## src/rtl/masked_sbox_scheduler.sv

```systemverilog
// Feeds a 16-byte, 2-share masked state through one shared masked S-box core, one byte per cycle.
// Optional: SCHED_SHARE_CLEAR_EN zeroizes share registers at handoff and blanks idle outputs.
module masked_sbox_scheduler #(
  parameter int unsigned SBOX_LAT = 2,
  parameter int unsigned RAN_W    = 30
) (
  input  logic             clk,
  input  logic             rst_n,
  input  logic             in_valid,
  output logic             in_ready,
  input  logic [127:0]     in_share0,
  input  logic [127:0]     in_share1,
  output logic             out_valid,
  input  logic             out_ready,
  output logic [127:0]     out_share0,
  output logic [127:0]     out_share1,
  output logic             busy,
  input  logic             prng_valid,
  output logic             prng_ready,
  input  logic [RAN_W-1:0] prng_data,
  output logic [7:0]       sbox_in0,
  output logic [7:0]       sbox_in1,
  output logic [RAN_W-1:0] sbox_ran,
  input  logic [7:0]       sbox_out0,
  input  logic [7:0]       sbox_out1
);

  localparam int unsigned NBYTES = 16;
  localparam int unsigned IDX_W  = 5;
  localparam logic [IDX_W-1:0] FULL_IDX = IDX_W'(NBYTES);
  localparam logic [IDX_W-1:0] LAST_IDX = IDX_W'(NBYTES - 1);

  typedef enum logic [1:0] {IDLE, RUN, DONE} state_t;

  state_t              state_q, state_d;
  logic [127:0]        in_sh0_q, in_sh1_q;
  logic [127:0]        res0_q, res1_q;
  logic [IDX_W-1:0]    issue_idx_q, collect_idx_q;
  logic [SBOX_LAT-1:0] vpipe_q;
  logic                accept_c, issue_c, collect_c, handoff_c;
  logic [6:0]          issue_bit_c, collect_bit_c;

  assign issue_bit_c   = {issue_idx_q[3:0], 3'b000};
  assign collect_bit_c = {collect_idx_q[3:0], 3'b000};

  // State register
  always_ff @(posedge clk) begin
    if (!rst_n) state_q <= IDLE;
    else        state_q <= state_d;
  end

  // Next state, handshakes and core-facing drive
  always_comb begin
    state_d    = state_q;
    in_ready   = 1'b0;
    out_valid  = 1'b0;
    busy       = 1'b0;
    prng_ready = 1'b0;
    sbox_in0   = 8'h00;
    sbox_in1   = 8'h00;
    sbox_ran   = '0;
    accept_c   = 1'b0;
    issue_c    = 1'b0;
    collect_c  = 1'b0;
    handoff_c  = 1'b0;
    case (state_q)
      IDLE: begin
        in_ready = 1'b1;
`ifndef SCHED_SHARE_CLEAR_EN
        sbox_in0 = in_sh0_q[issue_bit_c +: 8];
        sbox_in1 = in_sh1_q[issue_bit_c +: 8];
`endif
        if (in_valid) begin
          accept_c = 1'b1;
          state_d  = RUN;
        end
      end
      RUN: begin
        busy    = 1'b1;
        issue_c = (issue_idx_q < FULL_IDX) && prng_valid;
        if (issue_c) begin
          sbox_in0   = in_sh0_q[issue_bit_c +: 8];
          sbox_in1   = in_sh1_q[issue_bit_c +: 8];
          sbox_ran   = prng_data;
          prng_ready = 1'b1;
        end
        collect_c = vpipe_q[SBOX_LAT-1] && (collect_idx_q < FULL_IDX);
        if (collect_c && (collect_idx_q == LAST_IDX)) state_d = DONE;
      end
      DONE: begin
        busy      = 1'b1;
        out_valid = 1'b1;
`ifndef SCHED_SHARE_CLEAR_EN
        sbox_in0  = in_sh0_q[issue_bit_c +: 8];
        sbox_in1  = in_sh1_q[issue_bit_c +: 8];
`endif
        if (out_ready) begin
          handoff_c = 1'b1;
          state_d   = IDLE;
        end
      end
      default: state_d = IDLE;
    endcase
  end

  // Share, counter and in-flight tracking registers; shares kept in separate lanes
  always_ff @(posedge clk) begin
    if (!rst_n) begin
      in_sh0_q      <= '0;
      in_sh1_q      <= '0;
      res0_q        <= '0;
      res1_q        <= '0;
      issue_idx_q   <= '0;
      collect_idx_q <= '0;
      vpipe_q       <= '0;
    end else begin
      vpipe_q[0] <= issue_c;
      for (int unsigned i = 1; i < SBOX_LAT; i++) vpipe_q[i] <= vpipe_q[i-1];
      if (accept_c) begin
        in_sh0_q      <= in_share0;
        in_sh1_q      <= in_share1;
        issue_idx_q   <= '0;
        collect_idx_q <= '0;
      end
      if (issue_c) issue_idx_q <= issue_idx_q + IDX_W'(1);
      if (collect_c) begin
        res0_q[collect_bit_c +: 8] <= sbox_out0;
        res1_q[collect_bit_c +: 8] <= sbox_out1;
        collect_idx_q              <= collect_idx_q + IDX_W'(1);
      end
`ifdef SCHED_SHARE_CLEAR_EN
      if (handoff_c) begin
        in_sh0_q <= '0;
        in_sh1_q <= '0;
        res0_q   <= '0;
        res1_q   <= '0;
      end
`endif
    end
  end

`ifdef SCHED_SHARE_CLEAR_EN
  assign out_share0 = (state_q == DONE) ? res0_q : '0;
  assign out_share1 = (state_q == DONE) ? res1_q : '0;
`else
  assign out_share0 = res0_q;
  assign out_share1 = res1_q;
`endif

endmodule

```

## config.mk

```make
export PLATFORM = sky130hd
export DESIGN_NAME = masked_sbox_scheduler
export DESIGN_NICKNAME = d
export VERILOG_FILES = /design/src/rtl/masked_sbox_scheduler.sv
export SDC_FILE = /design/constraint.sdc
export NUM_CORES = 1
export LEC_CHECK = 0
export CAP_MARGIN = 20
export CORE_MARGIN = 4
export CORE_UTILIZATION = 40
export DETAILED_ROUTE_END_ITERATION = 7
export GPL_ROUTABILITY_DRIVEN = 0
export PLACE_DENSITY = 0.77
export SLEW_MARGIN = 30
export SYNTH_ARGS = -nofsm -noshare
export SYNTH_HDL_FRONTEND = slang
export SYNTH_SLANG_ARGS = --single-unit
```

## constraint.sdc

```tcl
create_clock -name clk -period 2.65 [get_ports clk]
set_clock_uncertainty 0.15 [all_clocks]
set_input_delay 0.53 -clock clk [delete_from_list [all_inputs] [get_ports clk]]
set_output_delay 0.53 -clock clk [all_outputs]
set_load 0.05 [all_outputs]
```

layer_met3.png
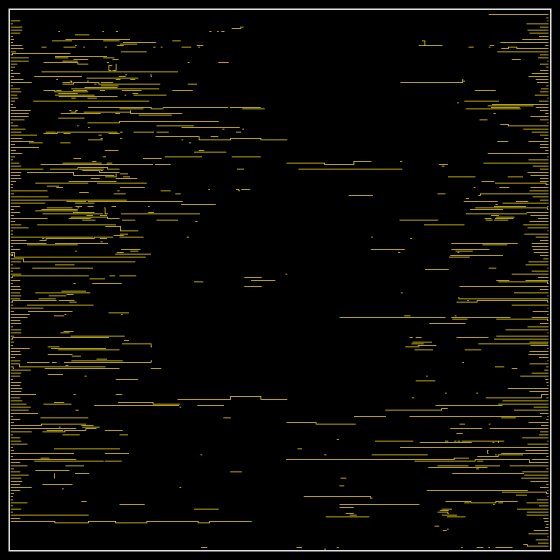
nets with wire on the layer: 564
main direction: horizontal
longest straight run: 73.8 µm
wire length on this layer: 6,990 µm
WL final: 81.5 mm
DR vias: 19,547
GR Util met3: 6.65%

congestion.png
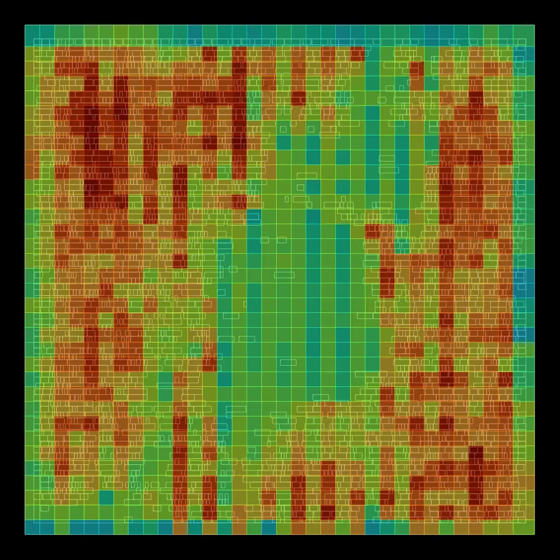
most congested layer reported by global routing: met2
fraction of the core area covered by cells at the end of the flow: 61.1%
met1 global-route usage: 32.0%
gr usage total: 27.2%
average wire per standard cell: 22.4 µm

layer_met2.png
The bar under the picture is 50 µm long.
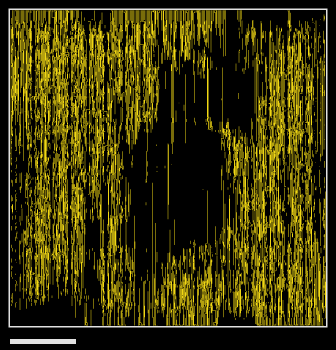
longest straight run: 105 µm
share of all routed wire: 49%
wire length on this layer: 40.0 mm

logic_types.png
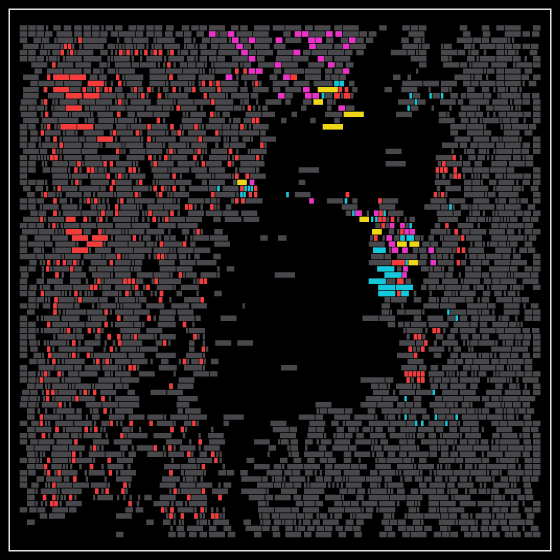
| color | family | cells | most used |
|---|---|---|---|
| cyan | nor cells | 43 | nor2_1 |
| yellow | fa/ha/maj cells | 10 | ha_1 |
| red | aoi and oai cells | 329 | a21oi_1 |
| magenta | and/or cells | 47 | and2_4 |

==> run summary <==
Results of an implementation run.

Each instance of the synthesized netlist takes up on average 9.16 µm². The biggest combinational cell group after synthesis is multiplexers. The final timing report lists a hold violation count of 0. The post-route cell area is 0.0317 mm². The fraction of registers with async set/reset is 0%. The detail route stage leaves a number of antenna-violating nets equal to 0. Excluding fillers, the count of instances in the completed layout stands at 3,641. The number of inserted diodes is 7. Entering global routing, the biggest net connects 138 pins.

The root buffer cell is sky130_fd_sc_hd__clkbuf_16. The routed via count divided by cell count is 5.37. The power report puts the leakage power at 12.0 nW. After technology mapping, the gate count stands at 2,304. The checks that failed: setup timing. The final critical-path required period is 3.13 ns. The fraction of final cell area spent on non-clock buffers in this run is 25.2%. The logs give a warning total of 38. The count of cell instances traversed by the critical path is 6.

Measured along the x axis, the die boundary spans 238 µm. The clock edge transition at the registers on the reported setup and hold paths is 0.06 ns. The floorplan report lists the tap cell count as 680. The I/O pin count is 613. The inverter count of the layout excluding clock inverters is 9.

The final critical path takes up 118% of the cycle. The first detailed-routing pass took 8 iterations. Of the post-synthesis cell area, the part taken by muxes is 19.8%. The clock H-tree reported by CTS has 2 levels. The final layout contains a sequential cell count of 526. The post-synthesis xor/xnor area fraction is 0.208%. For the worst reg-to-reg path, the endpoint reported by OpenROAD is out_share0[101]. The dominant kind of cell by area is registers. The overall chip area is 0.0565 mm². Along the critical path, the tally of buffer and inverter instances is 3. The worst setup margin is -0.481 ns. Per the skew report, the later register of the worst-skew pair sees a clock latency of 0.60 ns. The number of failing setup endpoints in the final timing report is 47. The netlist uses 40 different library cells. On the critical path the data arrives at 2.45 ns. The count of clock-net buffers in the final layout is 76. According to the floorplan report, the die height is 238 µm. Setup repair after global routing could not meet its margin everywhere. The effective utilization at floorplan is 40.7%.

Once the clock tree was built, the resizer swapped 86 gates to a different size. TritonCTS built the clock tree. The share of synthesized cell area in and-or and or-and compound cells is 8.02%. The worst register-to-register path depth is 9. The number of antenna violations at the first check in global routing is 15.

The last element of the critical path is sbox_in0[7]. The slowest stage of the critical path belongs to the cell sky130_fd_sc_hd__mux4_2. Per STA, the highest per-stage delay on the worst path measures 0.51 ns. Per the final report, max-transition violations number 0. The global-route congestion overflow total is 0.

For reference, the critical path cell chain is buf_4 > buf_4 > mux4_2 > mux2i_2 > o22ai_4 > buf_12. The number of cells in Yosys stat is 2,304. The run finished, with violations left. According to the floorplan log, the row count is 83. The area growth from synthesis to layout is 50.0%. The worst setup timing slack at the placement stage is -0.147 ns. STA reports the tightest min-delay check as being of type input port to register. Summing the areas of all fa, ha and maj instances in the mapped netlist gives 0.593% of the synthesized area. Per the run summary, max-cap violations total 0. The final layout report lists a non-clock buffer count of 723. The cell class contributing the biggest share of worst-path delay is multiplexers. For this run, the top clock speed supported by timing is 319 MHz.

The relative slew slack is 54.5%. The report shows a maximum critical-path fanout of 5. The net count after synthesis is 2,621. Per STA, the startpoint of the critical path is issue_idx_q[0].

The post-route netlist has 14.3% of its cells at a drive strength greater than 1. Sequential cells make up 33.3% of the cell area. By startpoint and endpoint, the worst setup path is classified as register to output pin.
[routing by layer]
metal / share of wire [%] / track usage [%] / vias to the layer above
met5: 0.12 / 0 / -
met4: 4.9 / 12.1 / 14
met1: 37 / 32.0 / 9367
met3: 8.6 / 6.65 / 202
li1: - / - / 8952
met2: 49 / 47.0 / 1012
[worst min path at each step]
stage | end | slack (ns) | cells after the start
2_1_floorplan | vpipe_q[1] | 0.26 | 1
3_3_place_gp | in_sh0_q[43] | 0.29 | 2
3_5_place_dp | vpipe_q[1] | 0.28 | 1
4_1_cts | out_share1[117] | 0.14 | 3
5_1_grt | issue_idx_q[2] | 0.17 | 3
6_report | out_share1[117] | 0.19 | 3
[layout by cell type, fill, tap and decap left out, drive strengths merged, types with 2 or more instances in the layout]
master,netlist,final
a21oi,289,289
and2,34,34
and3,5,5
and3b,2,2
buf,35,156
bufinv,0,6
clkbuf,138,81
clkdlybuf4s50,0,561
clkinv,0,15
clkinvlp,0,2
dfxtp,526,526
diode,0,7
ha,10,10
inv,9,10
mux2i,273,273
mux4,64,64
nand2,793,793
nand3,29,29
nand3b,4,4
nor2,32,32
nor2b,2,2
nor3,3,3
nor4,6,6
o21ai,22,22
o22ai,16,16
or2,2,2
[through the flow]
| stage | TNS, ns | power (mW) |
|---|---|---|
| 2_1_floorplan | -0.0644 | 10.3 |
| 3_3_place_gp | -2.47 | 11.7 |
| 3_5_place_dp | -1.91 | 11.8 |
| 4_1_cts | -12.56 | 20.0 |
| 5_1_grt | -12.64 | 20.6 |
| 6_report | -8.19 | 19.9 |
[report_power, final]
group	switching, mW	internal (mW)	total, mW
clock network	3.27	4.74	8.01
registers	0.222	8.29	8.51
logic	1.83	1.57	3.40
total	5.32	14.6	19.9
[synth_stat cells, types with 4 or more instances]
cell type                    n  area share (%)
sky130_fd_sc_hd__inv_1       9            0.16
sky130_fd_sc_hd__nor2_1     32            0.57
sky130_fd_sc_hd__buf_1       7            0.12
sky130_fd_sc_hd__a21oi_1   288             6.8
sky130_fd_sc_hd__dfxtp_1   526              50
sky130_fd_sc_hd__nand3_1    23            0.55
sky130_fd_sc_hd__buf_2      20            0.47
sky130_fd_sc_hd__o21ai_0    21            0.50
sky130_fd_sc_hd__ha_1       10            0.59
sky130_fd_sc_hd__clkbuf_1  138             2.5
sky130_fd_sc_hd__o22ai_1    16            0.47
sky130_fd_sc_hd__nand3b_1    4            0.14
sky130_fd_sc_hd__buf_6       4            0.21
sky130_fd_sc_hd__buf_4       4            0.14
sky130_fd_sc_hd__nand3_2     6            0.28
sky130_fd_sc_hd__nor4_4      6            0.60
sky130_fd_sc_hd__mux2i_1   273              13
sky130_fd_sc_hd__and2_1     34             1.0
sky130_fd_sc_hd__mux4_2     64             6.8
sky130_fd_sc_hd__nand2_1   792              14
[flip-flops by register name, indices dropped and copies added (netlist names)]
name,cells
vpipe_q,2
in_sh0_q,128
issue_idx_q,5
out_share1,128
collect_idx_q,5
state_q,2
out_share0,128
in_sh1_q,128
[worst min-delay path, delay by kind of cell]
| family | cells | cell delay (ns) |
|---|---|---|
| muxes | 1 | 0.05 |
| buffers and inverters | 1 | 0.18 |
| and+or+nand+nor | 1 | 0.10 |
Power and IR drop assume default switching activity.
